### src/rtl/prio_encoder_8_to_3_if.sv
`default_nettype none
// ============================================================================
//  Module   : prio_encoder_8_to_3_if
//  Brief    : Request/grant bundle between event sources, the priority
//             encoder and its single consumer.
//  Revision : 1.0 - initial release
// ============================================================================
interface prio_encoder_8_to_3_if #(
    parameter int N = 8,
    parameter int W = 3
);
    logic         en;
    logic [N-1:0] D;
    logic         ready;
    logic [W-1:0] A;
    logic         valid;
    logic [N-1:0] pend;
    logic         ovf;

    modport master (
        output en, D, ready,
        input  A, valid, pend, ovf
    );

    modport slave (
        input  en, D, ready,
        output A, valid, pend, ovf
    );
endinterface
`default_nettype wire

### src/rtl/prio_encoder_8_to_3.sv
`default_nettype none
// ============================================================================
//  Module   : prio_encoder_8_to_3
//  Brief    : Sticky pending register drained MSB-first through a valid/ready
//             handshake; flags requests that land on an uncleared bit.
//  Revision : 1.0 - initial release
// ============================================================================
module prio_encoder_8_to_3 #(
    parameter int N = 8,
    parameter int W = 3
) (
    input  wire logic             clk,
    input  wire logic             rst,
    prio_encoder_8_to_3_if.slave  bus
);

    typedef enum logic [0:0] {
        S_IDLE = 1'b0,
        S_HOLD = 1'b1
    } state_t;

    localparam logic [N-1:0] c_ONE = {{(N-1){1'b0}}, 1'b1};

    state_t       r_state;
    state_t       w_state_next;
    logic [W-1:0] r_A;
    logic [W-1:0] w_A_next;
    logic [N-1:0] r_pend;
    logic [N-1:0] w_pend_next;
    logic         r_ovf;
    logic         w_ovf_hit;
    logic [N-1:0] w_grant_onehot;
    logic [N-1:0] w_clr;
    logic [N-1:0] w_set;
    logic [N-1:0] w_rem;

    // Highest set index wins; scanning upward lets later bits overwrite.
    function automatic logic [W-1:0] f_top_index(input logic [N-1:0] vec);
        logic [W-1:0] idx;
        idx = '0;
        for (int i = 0; i < N; i++) begin
            if (vec[i]) idx = W'(i);
        end
        return idx;
    endfunction

    always_comb begin
        w_grant_onehot = c_ONE << r_A;
        w_clr          = '0;
        if (r_state == S_HOLD && bus.ready) w_clr = w_grant_onehot;
        w_set          = bus.en ? bus.D : '0;
        // Set is OR-ed after the clear so a coincident re-request survives.
        w_pend_next    = (r_pend & ~w_clr) | w_set;
        w_ovf_hit      = |(w_set & r_pend & ~w_clr);
        w_rem          = r_pend & ~w_grant_onehot;
    end

    always_comb begin
        w_state_next = r_state;
        w_A_next     = r_A;
        case (r_state)
            S_IDLE: begin
                if (|r_pend) begin
                    w_state_next = S_HOLD;
                    w_A_next     = f_top_index(r_pend);
                end
            end
            S_HOLD: begin
                // Without ready the offer is frozen; no preemption.
                if (bus.ready) begin
                    if (|w_rem) begin
                        w_A_next = f_top_index(w_rem);
                    end else begin
                        w_state_next = S_IDLE;
                        w_A_next     = '0;
                    end
                end
            end
            default: begin
                w_state_next = S_IDLE;
                w_A_next     = '0;
            end
        endcase
    end

    always_ff @(posedge clk) begin
        if (rst) begin
            r_state <= S_IDLE;
            r_A     <= '0;
            r_pend  <= '0;
            r_ovf   <= 1'b0;
        end else begin
            r_state <= w_state_next;
            r_A     <= w_A_next;
            r_pend  <= w_pend_next;
            r_ovf   <= r_ovf | w_ovf_hit;
        end
    end

    assign bus.A     = r_A;
    assign bus.valid = (r_state == S_HOLD);
    assign bus.pend  = r_pend;
    assign bus.ovf   = r_ovf;

endmodule
`default_nettype wire

### src/flat_wrapper.sv
// flat-port wrapper written by rule: the top's interface ports become plain ports
module prio_encoder_8_to_3_flat 
#(
    parameter int N = 8,
    parameter int W = 3
)
  (clk, rst, bus_en, bus_D, bus_ready, bus_A, bus_valid, bus_pend, bus_ovf);
  prio_encoder_8_to_3_if #(.N(N), .W(W)) bus_i ();
  input  wire logic clk;
  input  wire logic rst;
  input wire logic [$bits(bus_i.en)-1:0] bus_en;
  input wire logic [$bits(bus_i.D)-1:0] bus_D;
  input wire logic [$bits(bus_i.ready)-1:0] bus_ready;
  output wire logic [$bits(bus_i.A)-1:0] bus_A;
  output wire logic [$bits(bus_i.valid)-1:0] bus_valid;
  output wire logic [$bits(bus_i.pend)-1:0] bus_pend;
  output wire logic [$bits(bus_i.ovf)-1:0] bus_ovf;
  assign bus_i.en = bus_en;
  assign bus_i.D = bus_D;
  assign bus_i.ready = bus_ready;
  assign bus_A = bus_i.A;
  assign bus_valid = bus_i.valid;
  assign bus_pend = bus_i.pend;
  assign bus_ovf = bus_i.ovf;
  prio_encoder_8_to_3 #(.N(N), .W(W)) u_core (.clk(clk), .rst(rst), .bus(bus_i));
endmodule
### config.mk
export PLATFORM = sky130hd
export DESIGN_NAME = prio_encoder_8_to_3_flat
export DESIGN_NICKNAME = d
export VERILOG_FILES = /design/src/rtl/prio_encoder_8_to_3_if.sv /design/src/rtl/prio_encoder_8_to_3.sv /design/src/flat_wrapper.sv
export SDC_FILE = /design/constraint.sdc
export NUM_CORES = 1
export LEC_CHECK = 0
export CORE_MARGIN = 5
export CORE_UTILIZATION = 40
export DETAILED_ROUTE_END_ITERATION = 10
export PLACE_DENSITY = 0.71
export SKIP_CTS_REPAIR_TIMING = 1
export SYNTH_ARGS = -nofsm -noshare
export SYNTH_HDL_FRONTEND = slang
export SYNTH_SLANG_ARGS = --single-unit
export TNS_END_PERCENT = 1
### constraint.sdc
create_clock -name clk -period 1.4 [get_ports clk]
set_input_delay 0.28 -clock clk [delete_from_list [all_inputs] [get_ports clk]]
set_output_delay 0.28 -clock clk [all_outputs]
set_load 0.02 [all_outputs]
Run 1, power grid:
Bar = 20 um. Pins as bars on the die edge.
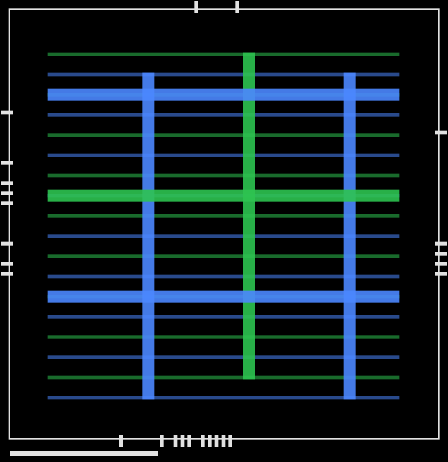
Blue stands for VSS. Green stands for VDD.
18 met1 rails follow the rows. 25 signal pins sit on the boundary.
Die H: 57.7 um
Core ar.: 0.00219 sq mm
Max VDD drop: 0.000657 V
die width: 57.7 um

Run 1, wires at chosen ports, followed through buffers:
Bar = 20 um.
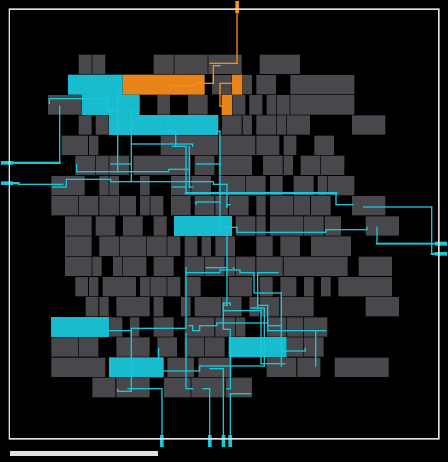
Orange stands for `bus_ready`, bits 1, direction input, edge north, end cells 4, buffers 2, wire 26.1 um. Cyan stands for `bus_pend`, bits 8, direction output, edge 4 south, 2 west, 2 east, end cells 8, buffers 10, wire 438 um.
I/O Buffers: 24
Ports: 25

Run 1, placed cells, one color a class:
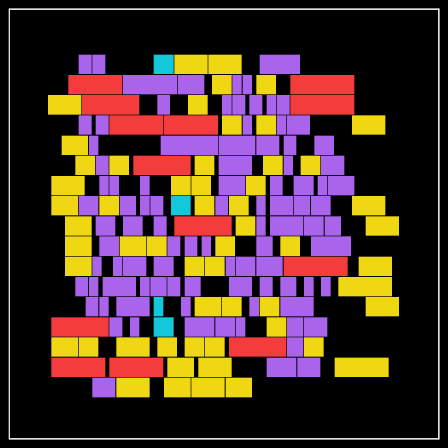
Cyan stands for clock drivers and dummy loads, cells 4. Yellow stands for remaining buffers and delay cells, cells 56. Purple stands for remaining logic cells, cells 94. Red stands for sequential cells, cells 13.
Seq area share: 0.183
Util after Layout: 0.692

Run 1, cell density map:
Bar = 20 um. 12 x 12 tiles, from black (low) to pale yellow (high), 0 to 100% covered.
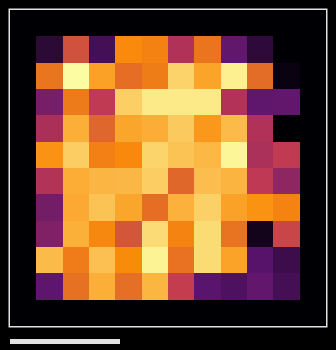
The mean over all tiles is 45%. 31% of the tiles are over 75% full. The fullest tile reaches 99%.
fp util: 0.415

==> run 1: through the flow <==
stage	std cells	TNS [ps]
after floorplan	114	-1.50
after global routing	195	-1060
after CTS	195	-3760
final	195	-540
after detailed placement	191	-2780
after global placement	191	-2260
==> run 1: per-layer routing <==
layer | vias to the layer above | share of wire | track usage | wire length, um
li1 | 527 | - | - | -
met1 | 512 | 0.41 | 0.231 | 1230
met2 | 44 | 0.51 | 0.327 | 1540
met3 | 9 | 0.062 | 0.0379 | 189
met4 | 0 | 0.026 | 0.0861 | 80
met5 | - | 0 | 0 | 0
==> run 1: registers in the layout, summed over array words and instances, names as in the netlist <==
| name | cells |
|---|---|
| u_core.bus.A | 3 |
| u_core.bus.ovf | 1 |
| u_core.bus.pend | 8 |
| u_core.bus.valid | 1 |
==> Changelog: implementation, run 1 <==
### Metrics

* Routed WL at 3.04 mm
* R2R Path End: u_core.bus.ovf$_SDFF_PP0_
* Final count of negative-setup-slack endpoints at 3
* Largest net degree at the start of global routing at 13
* Wirelength per Cell at 15.6 um
* Root Driver: clkbuf_4
* Layout cells sized above 1 at 0.353
* Critical Path Max Stage Delay at approximately 600 ps
* Synth Area in Compound Gates at 0.335
* Worst hold slack at 519 ps
* Final worst setup slack at -246 ps
* Asr flop ratio synth at 0
* Area share of the largest cell type after synthesis at 0.287
* Final-layout fill cell count at between 150 and 200
* Die ar. at approximately 0.0033 sq mm
* Dominant kind of cell by area: logic gates
* Simple Share, Synth at 0.256
* Overall power at roughly 0.0014 W
* DRT Pass-1 Iters at 4
* Comb power frac at 0.472
* CP Launch Type: flop
* Min cycle time layout at approximately 1600 ps
* ClkCell Share at 0.0173
* FMAX at around 0.6 GHz
* CP Class: reg2out
* Chip area in the Yosys report at about 910 sq um
* Hold WC Path Type: reg2reg
* Sw Ratio at 0.372
* Critical-path top delay cell: clkdlybuf4s50_1
* Status: finished, violations left
* Clk_lat worst skew at just under 300 ps
* Worst rel slew slack at 0.788
* Well Taps at 28
* Fin nets at roughly 180
* Number of non-clock buffers at approximately 56
* Place WS at -583 ps
* Worst-Margin Slew at roughly 320 ps
* Critical Path End: bus_pend[2]
* Data required, critical path at 1120 ps
* N_diodes at 0
* MI comb area at approximately 620 sq um
* Top pwr grp: combinational cells
* XOR Share, Synth at 0
* Most frequent logic cell in the layout: buf_4
* Rows at 17
* Longest Clk Path Bufs at 2
* Clock buffers at 4
* Fin area at ~0.0015 sq mm
* Synth warn at 0
* OpenROAD warnings at 28
* Failing checks: negative setup slack
* Leak pwr at approximately 0.77 nW
* Seq power at between 0.0004 and 0.0005 W
* Kind of end point of the critical path: primary output
* Critical path arrival at 1370 ps
* Top delay family on crit path: buffers and inverters
* Seq_cells at 13
* R2r setup slk at -170 ps
* Hold Path End: u_core.bus.ovf$_SDFF_PP0_
* Fin. Hold Viols at 0
* Adder Area Share at 0
* # DRC at 0
* Initial antenna violation count at 0
* Dpl cell area at ~0.0014 sq mm
* Psw at about 0.00053 W
* Register area at about 280 sq um
* Top Layout Cells: buf_4, dlymetal6s2s_1, nor2_1
* Grt ovf at 0
* Register share of total power at 0.350
* Ratio of final minimum period to clock period at 1.18
* Largest area contributor in the netlist: dfxtp_1
* Synth mux share at 0.0455
* Clk pwr at between 0.0002 and 0.0003 W
* Worst Skew at ~5.3 ps
* Placer Congestion at roughly 0.91
* Logic share of the area at 0.409
* Reg clk slew, reported paths at roughly 90 ps
* Int Power at 0.000890 W
* DPL Wire Length at roughly 2.3 mm
* Dominant comb cell: AND-OR/OR-AND gates
## Run 2: what changed since run 1
--- a/config.mk
+++ b/config.mk
@@ -5,10 +5,11 @@
 export SDC_FILE = /design/constraint.sdc
 export NUM_CORES = 1
 export LEC_CHECK = 0
+export ABC_CLOCK_PERIOD_IN_PS = 1400
 export CORE_MARGIN = 5
-export CORE_UTILIZATION = 40
+export CORE_UTILIZATION = 42
 export DETAILED_ROUTE_END_ITERATION = 10
-export PLACE_DENSITY = 0.71
+export PLACE_DENSITY = 0.74
 export SKIP_CTS_REPAIR_TIMING = 1
 export SYNTH_ARGS = -nofsm -noshare
 export SYNTH_HDL_FRONTEND = slang
Run 2, wires at chosen ports, followed through buffers:
Bar = 20 um.
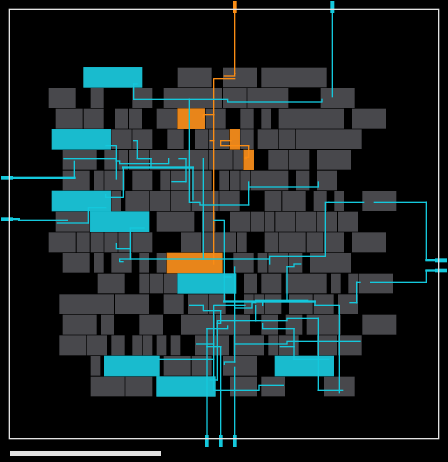
Cyan stands for `bus_pend`, bits 8, direction output, edge 3 south, 2 east, 2 west, 1 north, end cells 8, buffers 10, wire 469 um. Orange stands for `bus_ready`, bits 1, direction input, edge north, end cells 4, buffers 2, wire 47.2 um.

Run 2, power grid:
Bar = 20 um. Pins as bars on the die edge.
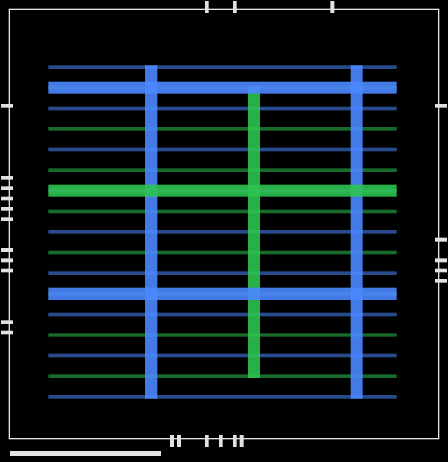
Blue stands for VSS. Green stands for VDD.
3 straps on met4. The core has 16 rows. 25 signal pins sit on the boundary. 17 met1 rails follow the rows.
Max VDD drop: 0.000778 V
Core ar.: 0.00200 sq mm

==> Changelog: implementation, run 2 <==
### Metrics

* Largest area contributor in the netlist: dfxtp_1
* DRT Pass-1 Iters at 4
* Wirelength per Cell at between 15 and 20 um
* CP Launch Type: flop
* WL met1 at 1.28 mm
* Final worst setup slack at -150 ps
* Fin nets at 174
* Well Taps at 27
* Top delay family on crit path: AND-OR/OR-AND gates
* N_diodes at 0
* Critical Path End: u_core.bus.valid$_SDFF_PP0_
* Seq area share at 0.192
* Ports at 25
* Ratio of final minimum period to clock period at 1.11
* Register area at roughly 280 sq um
* Worst rel slew slack at 0.679
* I/O Buffers at 24
* Adder Area Share at 0
* ClkCell Share at 0.0179
* OpenROAD warnings at 28
* Asr flop ratio synth at 0
* Max reg flops at 8
* Top sig layer: met4
* Synth Area in Compound Gates at 0.335
* Rows at 16
* Die H at 56.5 um
* Placer Congestion at ~1
* Dominant comb cell: AND-OR/OR-AND gates
* Fp util at 0.454
* Dpl cells at ~180
* MI comb area at 633 sq um
* Final Instance Count excl. Fillers at between 150 and 200
* Routed WL at just under 3 mm
* # DRC at 0
* Top cells by count: dfxtp_1, a21oi_1, nor2_1
* Met3 Use GR at 0.0321
* Synth mux share at 0.0455
* Dominant kind of cell by area: logic gates
* Largest net degree at the start of global routing at 14
* Met3 wire length at roughly 160 um
* Synth warn at 0
* # H-tree levels at 1
* Top Layout Cells: buf_4, dlymetal6s2s_1, a21oi_1, nor2_1, nand2_1
* Simple Share, Synth at 0.256
* XOR Share, Synth at 0
* Seq_cells at 13
* Chip area in the Yosys report at slightly above 900 sq um
* Kind of end point of the critical path: flop
* Fin. Hold Viols at 0
* Final count of negative-setup-slack endpoints at 4
* Vias at around 1100
* Reg clk slew, reported paths at 90 ps
* Hold WC Path Type: reg2reg
* CP Class: reg2reg
* Area share of the largest cell type after synthesis at 0.287
* Util after Layout at 0.731
* Hold Path End: u_core.bus.ovf$_SDFF_PP0_
* Critical-path top delay cell: a2111oi_0
* Post-synthesis cell area at about 900 sq um
* Data required, critical path at 1550 ps
* Die ar. at 0.00319 sq mm
* Number of non-clock buffers at 50
* Leak pwr at roughly 0.76 nW
* R2r setup slk at -150 ps
* Met2 Use GR at 0.307
* FMAX at 0.645 GHz
* Critical Path Max Stage Delay at between 400 and 500 ps
* Layout cells sized above 1 at 0.360
* Root Driver: clkbuf_4
* GRT Max-Usage Layer: met2
* Place WS at -581 ps
* Failing checks: negative setup slack
* Status: finished, violations left
* Die width at around 57 um
* Cells after Synth at about 110
* Met2 wire length at 1.51 mm
* Post-route setup TNS at -220 ps
* Critical path arrival at between 1500 and 2000 ps
* Clk_lat worst skew at between 200 and 300 ps
* GR Util met1 at 0.217
* R2R Path End: u_core.bus.valid$_SDFF_PP0_
* Longest Clk Path Bufs at 2
* Worst hold slack at roughly 520 ps
* Clock buffers at 4
* Min cycle time layout at about 1500 ps
* DPL Wire Length at 2.07 mm
run 2: worst register-to-register path, delay by kind of cell (launching register included):
kind / cells / cell delay, ps
AND/OR/NAND/NOR: 1 / 60
AND-OR/OR-AND: 4 / 970
flip-flops: 1 / 410
run 2: where the power goes:
group	leakage, nW	switching [W]	internal, W
clock	0.0150	0.000129	0.000110
sequential	0.112	0.0000840	0.000420
combinational	0.629	0.000305	0.000325
total	0.756	0.000518	0.000856
run 2: stage by stage:
step | instance area (sq um) | power, W
2_1_floorplan | 940 | 0.000829
3_5_place_dp | 1350 | 0.00109
4_1_cts | 1380 | 0.00133
3_3_place_gp | 1350 | 0.00108
5_1_grt | 1460 | 0.00147
6_report | 1460 | 0.00137
Power is estimated from default activity; no workload was simulated.
